<file path="src/rtl/piezo_tone_decoder.sv">
// Piezo square-wave half-period meter and debounced sound-source classifier.
// Optional click counter (click_count/click_clr) enabled by `define TONE_DEC_CLICK_CNT_EN.
module piezo_tone_decoder #(
    parameter int STABLE_CNT = 2,
    parameter int TOL        = 64,
    parameter int TIMEOUT    = 400000,
    parameter int ENG_MIN    = 60001,
    parameter int ENG_MAX    = 300001
) (
    input  logic        clk,
    input  logic        rst_n,
    input  logic        piezo_in,
`ifdef TONE_DEC_CLICK_CNT_EN
    input  logic        click_clr,
    output logic [7:0]  click_count,
`endif
    output logic [19:0] half_period,
    output logic        meas_valid,
    output logic [2:0]  tone_class,
    output logic [3:0]  note_id,
    output logic        class_changed
);

    typedef enum logic {
        ST_IDLE,
        ST_MEASURE
    } state_t;

    localparam logic [2:0] CLS_SILENT  = 3'd0;
    localparam logic [2:0] CLS_HORN    = 3'd1;
    localparam logic [2:0] CLS_TICK    = 3'd2;
    localparam logic [2:0] CLS_TOCK    = 3'd3;
    localparam logic [2:0] CLS_NOTE    = 3'd4;
    localparam logic [2:0] CLS_ENGINE  = 3'd5;
    localparam logic [2:0] CLS_UNKNOWN = 3'd7;

    localparam logic [19:0] CNT_MAX    = 20'hFFFFF;
    localparam logic [19:0] TOL_W      = 20'(TOL);
    localparam logic [19:0] TIMEOUT_M1 = 20'(TIMEOUT - 1);
    localparam logic [19:0] ENG_MIN_W  = 20'(ENG_MIN);
    localparam logic [19:0] ENG_MAX_W  = 20'(ENG_MAX);
    localparam logic [3:0]  STABLE_W   = 4'(STABLE_CNT);
    localparam logic [3:0]  RUN_MAX    = 4'd15;

    localparam logic [19:0] HORN_P = 20'd62501;
    localparam logic [19:0] TICK_P = 20'd12501;
    localparam logic [19:0] TOCK_P = 20'd15626;
    localparam logic [19:0] NOTE_P [9] = '{
        20'd95555, 20'd75843, 20'd60198, 20'd56819, 20'd50620,
        20'd47779, 20'd42566, 20'd40177, 20'd37922
    };

    state_t      state_q, state_d;
    logic        sync1_q, sync1_d;
    logic        sync2_q, sync2_d;
    logic        sync2_dly_q, sync2_dly_d;
    logic [19:0] cnt_q, cnt_d;
    logic [19:0] stage_q, stage_d;
    logic        pend_q, pend_d;
    logic [19:0] half_period_q, half_period_d;
    logic        meas_valid_q, meas_valid_d;
    logic [2:0]  tone_class_q, tone_class_d;
    logic [3:0]  note_id_q, note_id_d;
    logic        class_changed_q, class_changed_d;
    logic [2:0]  prev_class_q, prev_class_d;
    logic [3:0]  prev_note_q, prev_note_d;
    logic [3:0]  run_q, run_d;

    logic        edge_det;
    logic [19:0] cnt_inc;
    logic [2:0]  raw_class;
    logic [3:0]  raw_note;
    logic        note_hit;

    function automatic logic in_window(input logic [19:0] d, input logic [19:0] center);
        return (d >= center - TOL_W) && (d <= center + TOL_W);
    endfunction

    // Classify the staged half-period; first match wins, lowest note index wins.
    always_comb begin
        raw_class = CLS_UNKNOWN;
        raw_note  = 4'd0;
        note_hit  = 1'b0;
        for (int k = 8; k >= 0; k--) begin
            if (in_window(stage_q, NOTE_P[k])) begin
                note_hit = 1'b1;
                raw_note = 4'(k);
            end
        end
        if (in_window(stage_q, HORN_P)) begin
            raw_class = CLS_HORN;
            raw_note  = 4'd0;
        end else if (in_window(stage_q, TICK_P)) begin
            raw_class = CLS_TICK;
            raw_note  = 4'd0;
        end else if (in_window(stage_q, TOCK_P)) begin
            raw_class = CLS_TOCK;
            raw_note  = 4'd0;
        end else if (note_hit) begin
            raw_class = CLS_NOTE;
        end else if ((stage_q >= ENG_MIN_W) && (stage_q <= ENG_MAX_W)) begin
            raw_class = CLS_ENGINE;
            raw_note  = 4'd0;
        end else begin
            raw_class = CLS_UNKNOWN;
            raw_note  = 4'd0;
        end
    end

    assign edge_det = sync2_q ^ sync2_dly_q;
    assign cnt_inc  = (cnt_q == CNT_MAX) ? CNT_MAX : cnt_q + 20'd1;

    // An edge captures cnt+1 into a staging register; the following cycle
    // publishes it together with the debounced class so both change at once.
    always_comb begin
        state_d         = state_q;
        sync1_d         = piezo_in;
        sync2_d         = sync1_q;
        sync2_dly_d     = sync2_q;
        cnt_d           = cnt_inc;
        stage_d         = stage_q;
        pend_d          = 1'b0;
        half_period_d   = half_period_q;
        meas_valid_d    = 1'b0;
        tone_class_d    = tone_class_q;
        note_id_d       = note_id_q;
        class_changed_d = 1'b0;
        prev_class_d    = prev_class_q;
        prev_note_d     = prev_note_q;
        run_d           = run_q;

        if (pend_q) begin
            half_period_d = stage_q;
            meas_valid_d  = 1'b1;
            prev_class_d  = raw_class;
            prev_note_d   = raw_note;
            if ((raw_class == prev_class_q) && (raw_note == prev_note_q)) begin
                run_d = (run_q == RUN_MAX) ? RUN_MAX : run_q + 4'd1;
            end else begin
                run_d = 4'd1;
            end
            if ((run_d >= STABLE_W) &&
                ((raw_class != tone_class_q) || (raw_note != note_id_q))) begin
                tone_class_d    = raw_class;
                note_id_d       = raw_note;
                class_changed_d = 1'b1;
            end
        end

        case (state_q)
            ST_IDLE: begin
                if (edge_det) begin
                    cnt_d   = 20'd0;
                    state_d = ST_MEASURE;
                end
            end
            ST_MEASURE: begin
                if (edge_det) begin
                    stage_d = cnt_inc;
                    pend_d  = 1'b1;
                    cnt_d   = 20'd0;
                end else if (cnt_q == TIMEOUT_M1) begin
                    state_d         = ST_IDLE;
                    tone_class_d    = CLS_SILENT;
                    note_id_d       = 4'd0;
                    class_changed_d = (tone_class_q != CLS_SILENT);
                    run_d           = 4'd0;
                    prev_class_d    = CLS_SILENT;
                    prev_note_d     = 4'd0;
                end
            end
            default: state_d = ST_IDLE;
        endcase
    end

    always_ff @(posedge clk or negedge rst_n) begin
        if (!rst_n) begin
            state_q         <= ST_IDLE;
            sync1_q         <= 1'b0;
            sync2_q         <= 1'b0;
            sync2_dly_q     <= 1'b0;
            cnt_q           <= 20'd0;
            stage_q         <= 20'd0;
            pend_q          <= 1'b0;
            half_period_q   <= 20'd0;
            meas_valid_q    <= 1'b0;
            tone_class_q    <= CLS_SILENT;
            note_id_q       <= 4'd0;
            class_changed_q <= 1'b0;
            prev_class_q    <= CLS_SILENT;
            prev_note_q     <= 4'd0;
            run_q           <= 4'd0;
        end else begin
            state_q         <= state_d;
            sync1_q         <= sync1_d;
            sync2_q         <= sync2_d;
            sync2_dly_q     <= sync2_dly_d;
            cnt_q           <= cnt_d;
            stage_q         <= stage_d;
            pend_q          <= pend_d;
            half_period_q   <= half_period_d;
            meas_valid_q    <= meas_valid_d;
            tone_class_q    <= tone_class_d;
            note_id_q       <= note_id_d;
            class_changed_q <= class_changed_d;
            prev_class_q    <= prev_class_d;
            prev_note_q     <= prev_note_d;
            run_q           <= run_d;
        end
    end

    assign half_period   = half_period_q;
    assign meas_valid    = meas_valid_q;
    assign tone_class    = tone_class_q;
    assign note_id       = note_id_q;
    assign class_changed = class_changed_q;

`ifdef TONE_DEC_CLICK_CNT_EN
    logic [7:0] click_count_q, click_count_d;

    // Clear has priority over a same-cycle click increment.
    always_comb begin
        click_count_d = click_count_q;
        if (click_clr) begin
            click_count_d = 8'd0;
        end else if (class_changed_d &&
                     ((tone_class_d == CLS_TICK) || (tone_class_d == CLS_TOCK))) begin
            click_count_d = click_count_q + 8'd1;
        end
    end

    always_ff @(posedge clk or negedge rst_n) begin
        if (!rst_n) begin
            click_count_q <= 8'd0;
        end else begin
            click_count_q <= click_count_d;
        end
    end

    assign click_count = click_count_q;
`endif

endmodule

</file>
<file path="config.mk">
export PLATFORM = sky130hd
export DESIGN_NAME = piezo_tone_decoder
export DESIGN_NICKNAME = d
export VERILOG_FILES = /design/src/rtl/piezo_tone_decoder.sv
export SDC_FILE = /design/constraint.sdc
export NUM_CORES = 1
export LEC_CHECK = 0
export CORE_MARGIN = 2
export CORE_UTILIZATION = 45
export CTS_CLUSTER_SIZE = 12
export DETAILED_ROUTE_END_ITERATION = 8
export HOLD_SLACK_MARGIN = 0.06
export MAX_ROUTING_LAYER = met4
export PLACE_DENSITY = 0.63
export SLEW_MARGIN = 20
export SYNTH_ARGS = -nofsm -noshare
export SYNTH_HDL_FRONTEND = slang
export SYNTH_SLANG_ARGS = --single-unit
</file>
<file path="constraint.sdc">
create_clock -name clk -period 6.2 [get_ports clk]
set_input_delay 0.93 -clock clk [delete_from_list [all_inputs] [get_ports clk]]
set_output_delay 0.93 -clock clk [all_outputs]
set_load 0.05 [all_outputs]
</file>
Fig. 1: clock routing
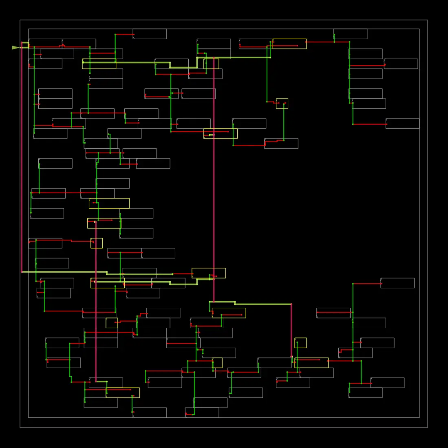
CLK BUF: 9
Max Clock Skew: 0.00814 ns
Clk. pwr: 559 uW
CTS Sinks: 85
Clock Latency Late Sink: 0.36 ns

Fig. 2: pin placement
Scale: 3 px per um. Pins as bars across the die edge, other pins in gray.
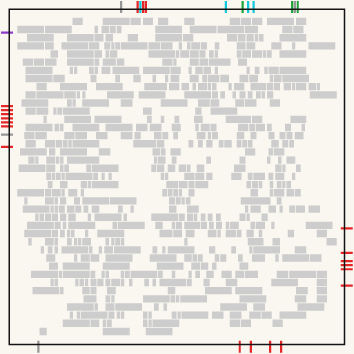
- green: tone_class (pins 3; direction output; edge top)
- cyan: note_id (pins 4; direction output; edge top)
- red: half_period (pins 20; direction output; edge 7 left, 6 right, 4 bottom, 3 top)
- purple: clk (pins 1; direction input; edge left)
- all pins by edge: 12 top, 9 left, 6 right, 5 bottom
port bufs: 31
Die Y: 111 um
die width: 111 um

Fig. 3: placed cells, one color a class
Scale: 2 px per um.
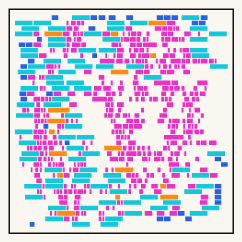
- orange: clock drivers and dummy loads (cells 16)
- blue: remaining buffers and delay cells (cells 35)
- cyan: registers (cells 85)
- magenta: remaining logic cells (cells 438)
Finished Cell Area: 0.00585 mm2
Seq/total area: 36.4%
Core Area: 0.0113 mm2
Rows: 39

Fig. 4: routed metal, one color a layer
Scale: 2 px per um.
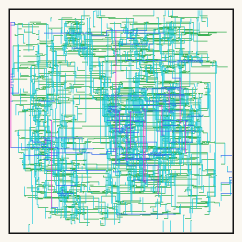
- cyan: M2 (wire length 6840 um)
- magenta: M4 (wire length 362 um)
- green: M1 (wire length 6680 um)
- blue: M3 (wire length 853 um)
Post-Route WL: 14700 um
Avg WL per Cell: 20.6 um

Fig. 5: cell area per tile
Scale: 3 px per um. The die is cut into 11 by 11 equal tiles; black is low, pale yellow is high, 0 to 100% covered.
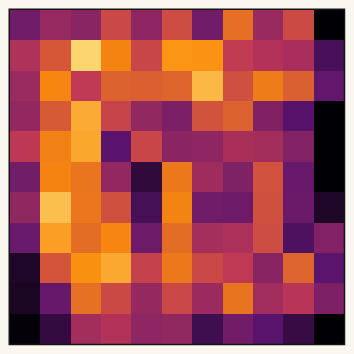
- nearly empty tiles: 5.0%
- tiles over 75% full: 8.3%
- emptiest ninth of the die: middle right
- mean over tiles: 46%
- fullest tile: 91%
effective utilization at floorplan: 45.7%
Finished Core Util: 51.6%

final cells by class:
type | count | area, um2
clock buffers | 9 | 225
clock inverters | 7 | 83.8
fillers | 1042 | 5480
inverters | 8 | 30.0
multi-input cells | 430 | 2860
flip-flops and latches | 85 | 2130
well taps | 143 | 179
repair buffers | 35 | 338
synthesized netlist by cell type, types with 8 or more instances:
master,count,area share (%)
a21oi_1,20,1.9
and3_1,11,1.3
buf_2,19,1.8
clkbuf_1,12,0.87
dfrtp_1,85,41
inv_1,8,0.58
mux2_2,21,4.6
mux2i_1,9,1.7
nand2_1,60,4.4
nand3_1,14,1.4
nand4_1,10,1.2
nor2_1,59,4.3
nor3_1,21,2.0
nor4_1,10,1.2
o21ai_0,32,3.1
xnor2_1,16,2.7
xor2_1,10,1.7
registers in the layout, summed over array words and instances, names as in the netlist:
register	cells
run_q	4
sync1_q	1
half_period	20
stage_q	20
state_q	1
prev_class_q	3
class_changed	1
pend_q	1
cnt_q	20
note_id	4
meas_valid	1
prev_note_q	4
tone_class	3
sync2_dly_q	1
sync2_dly_d	1
layout by cell type, fill, tap and decap left out, drive strengths merged, types with 4 or more instances in the layout:
cell           Yosys  final
dfrtp             85     85
and3              12     12
nor2              60     60
nor2b              7      7
o21a               4      4
a21oi             21     21
xnor2             16     16
and2               7      7
clkdlybuf4s50      0     30
clkbuf            12      9
nor3              22     22
nand4             10     10
nand3b             7      7
a31o               4      4
a211oi             8      8
mux2              21     21
buf               22      5
nand2b             4      4
nand2             60     60
nand3             14     14
mux2i              9      9
nor4b              7      7
inv                8     10
o21ai             35     35
or4                9      9
a31oi              7      7
xor2              10     10
o211ai             7      7
nor4              14     14
power groups by stage:
stage / clock network (uW) / logic [uW] / registers (uW)
2_1_floorplan: 0 / 173 / 705
3_3_place_gp: 0 / 327 / 658
3_5_place_dp: 0 / 329 / 659
4_1_cts: 573 / 329 / 650
5_1_grt: 598 / 357 / 658
6_report: 559 / 329 / 651
layer usage:
metal / vias to the layer above / share of wire [%] / global-route usage [%]
met1: 2229 / 45 / 35.1
li1: 2090 / - / -
met5: - / 0 / -
met2: 173 / 46 / 38.6
met3: 37 / 5.8 / 4.37
met4: 0 / 2.5 / 9.30
through the flow:
step                      area (um2)  setup slack [ns]  instances  hold WS, ns  utilization (%)
final                           5850              2.22        717        0.355             51.6
after floorplan                 5170              3.04        557        0.331                -
after detailed placement        5540              2.26        701        0.339             48.9
after global placement          5540              2.31        701        0.340             48.9
after global routing            5850              1.88        717        0.359             51.6
after CTS                       5850              2.26        717        0.358             51.6
kinds of logic (layout without fill, tap and decap cells):
logic type,Yosys count,after routing,synth area share (%)
compound gates,115,115,15.9
xor+xnor,26,26,4.40
fa+ha+maj,2,2,0.483
buf+inv,42,59,3.58
flops,85,85,41.1
mux,30,30,6.31
simple gates,257,257,28.3
worst register-to-register path, delay by kind of cell (launching register included):
| kind | cells | cell delay [ns] |
|---|---|---|
| XOR/XNOR | 1 | 0.14 |
| AND/OR/NAND/NOR | 6 | 2.08 |
| flip-flops | 1 | 0.91 |
| AND-OR/OR-AND | 3 | 0.77 |
==> results.yml <==
# implementation run metrics
sta:
  fmax_mhz: 251
  timing_hold_violations_final: 0
  slew_viol_final: 0
  tns_ns: 0
  fin_crit_ns: 3.98
  rsz0062_at_grt: "no"
  finalClockPeriodUsage_pct: 64.3
worst_setup_path:
  crit_type: "reg2reg"
  critPathTopFamily: "simple AND/OR/NAND/NOR gates"
  critPathLaunchType: "register"
  critical_path.max_stage_delay_ns: 0.91
  path_max_fanout: 23
  worstSetupEndpointType: "register"
  cp.required_ns: 6.45
  path_buffers: 0
synth:
  async_reset_ff_share_pct: 100
  ys_cells: 557
  synth.avg_cell_area_um2: 9.29
  seq_area_frac_synth_pct: 41.1
  ys_types: 79
  synth-seq-cells: 85
  ys_warn_count: 0
  edf_count: 0
pwr:
  p_int_uw: 1040
  combPwrFrac_pct: 21.4
  p_leak_uw: 0.00238
placement:
  dp_hpwl_um: 10500
  gp_congestion: 0.963
route:
  vias: 4529
  drtPass1Iterations: 5
  drt_drc_violations_left: 0
  vias_per_cell: 6.32
cells_and_area:
  num-nets-final: 574
  antenna_cells: 0
hold_path:
  min_path_type: "reg2reg"
clock_tree:
  clk_pin_slew_ns: 0.07
  cts_tree: "done"
  cts_setup_buffers: 0
  cts_hold_buf: 0
  htree_levels: 3
global_routing:
  grt_pass1_wl_um: 24300
flow_run:
  warning_count: 26
floorplanning:
  num_io_pins: 32
  die_area_mm2: 0.0124
status:
  status: "completed"
Power figures rest on the tool's default switching activity, not on a simulated workload.
